Design fp_add_issue, sky130hd; sources not shown.
Fig. 1: placement view
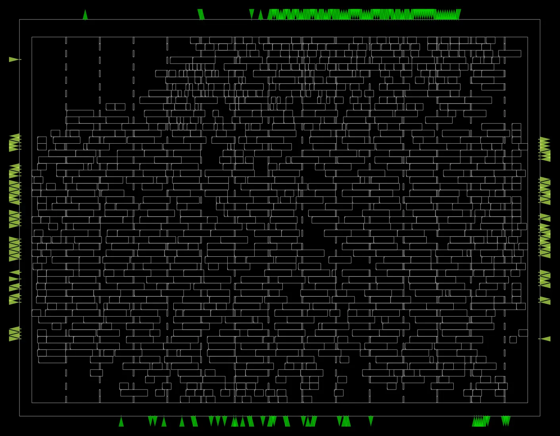
# rows: 55
fillers: 2265

Fig. 2: logic cells by family
The bar under the picture is 50 µm long.
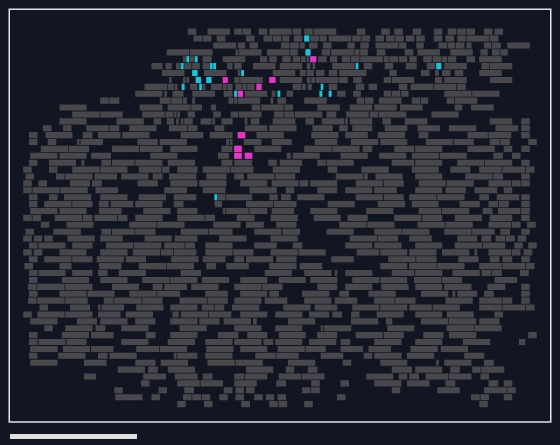
| family | colour | cells | most used |
|---|---|---|---|
| NAND gates | cyan | 21 | nand2_1 |
| AND and OR gates | magenta | 9 | and2_4 |
multi-input gate share of total cell area: 17.6%
most frequent logic cell in the layout: edfxtp_1
Final Non-Filler Cells: 1321

==> qor.csv <==
stage,metric,value,unit
outcome,status,"finished, final reports clean",
detailed_routing,post_drt_via_cell_ratio,5.28,
worst_setup_path,path_max_fanout,5,
cts,cts_hold_buf,1,
sta,rsz0062_at_grt,false,
worst_setup_path,cp-end-kind,output pin,
sta,fmax,424,MHz
cts,cts_tree,done,
cts,cts.sink_count,371,
detailed_routing,dr.pass1.iters,4,
detailed_routing,drtIter0Drc,415,
logic_synthesis,area_leaders,"edfxtp_1 (55%), dfrtp_1 (21%), mux4_2 (10%)",
cts,clkTransAtPathRegs,0.06,ns
global_routing,grt_pass1_vias,7629,
global_routing,antenna_found_initial,1,
worst_setup_path,cp-start-kind,register,
logic_synthesis,synth_area,0.0139,mm²
logic_synthesis,synth-edff-count,256,
layout,largest_reg_flops,256,
sta,slew_headroom,53.5,%
floorplan,die_y,162,µm
detailed_routing,ant_nets,0,
pwr,p_per_area,941,mW/mm²
sta,fin_hold_ws,0.389,ns
floorplan,fp-utilization,45.8,%
sta,drv_slew,0,
logic_synthesis,common_cells,"edfxtp_1 (256), dfrtp_1 (115), mux2_2 (65)",
cts,cts_setup_buffers,0,
sta,min_period_over_period,69.3,%
worst_setup_path,path_class,reg -> out,
detailed_routing,drt_wl_total,28600,µm
[kinds of logic after synthesis]
| group | Yosys count | share of synthesized area (%) |
|---|---|---|
| AND-OR/OR-AND | 57 | 3.24 |
| XOR/XNOR | 6 | 0.378 |
| adder cells (fa/ha/maj) | 12 | 1.13 |
| buffers and inverters | 44 | 1.63 |
| flip-flops | 371 | 76.0 |
| multiplexers | 130 | 15.7 |
| AND/OR/NAND/NOR | 49 | 1.93 |
[cell type report]
| class | instances | area (µm²) | share of cell area, % |
|---|---|---|---|
| clock inverter | 18 | 234 | 1.32 |
| clock buffer | 48 | 1050 | 5.91 |
| inverter | 14 | 52.6 | 0.296 |
| tap | 399 | 499 | 2.81 |
| multi-input combinational | 254 | 3140 | 17.6 |
| sequential | 371 | 10600 | 59.5 |
| antenna | 1 | 2.50 | 0.0141 |
| timing repair buffer | 216 | 2220 | 12.5 |
[metrics by stage]
step | setup slack [ns] | area [µm²] | power [mW]
final | 1.04 | 17800 | 16.7
after CTS | 1.00 | 17800 | 17.0
after global placement | 0.970 | 16500 | 12.5
after floorplan | -0.232 | 13700 | 10.3
after detailed placement | 0.980 | 16500 | 12.6
after global routing | 0.945 | 17800 | 17.6
[metal layers]
| layer | share of wire, % | track usage [%] | wire (µm) |
|---|---|---|---|
| met3 | 5.2 | 3.11 | 1500 |
| met1 | 46 | 24.8 | 13100 |
| met5 | 0 | 0 | 0 |
| met4 | 2.3 | 4.68 | 656 |
| met2 | 47 | 25.4 | 13400 |
[power by group]
part,internal (mW),total [mW],switching (mW)
Clock,2.63,4.27,1.64
Combinational,2.89,5.54,2.65
Sequential,6.22,6.91,0.697
[worst max-delay path, stage by stage (launching register included)]
cell and delay, ns:
dfrtp_1 0.45, inv_1 0.11, ha_1 0.21, nand2_1 0.09, clkdlybuf4s50_1 0.64
Power figures rest on the tool's default switching activity, not on a simulated workload.
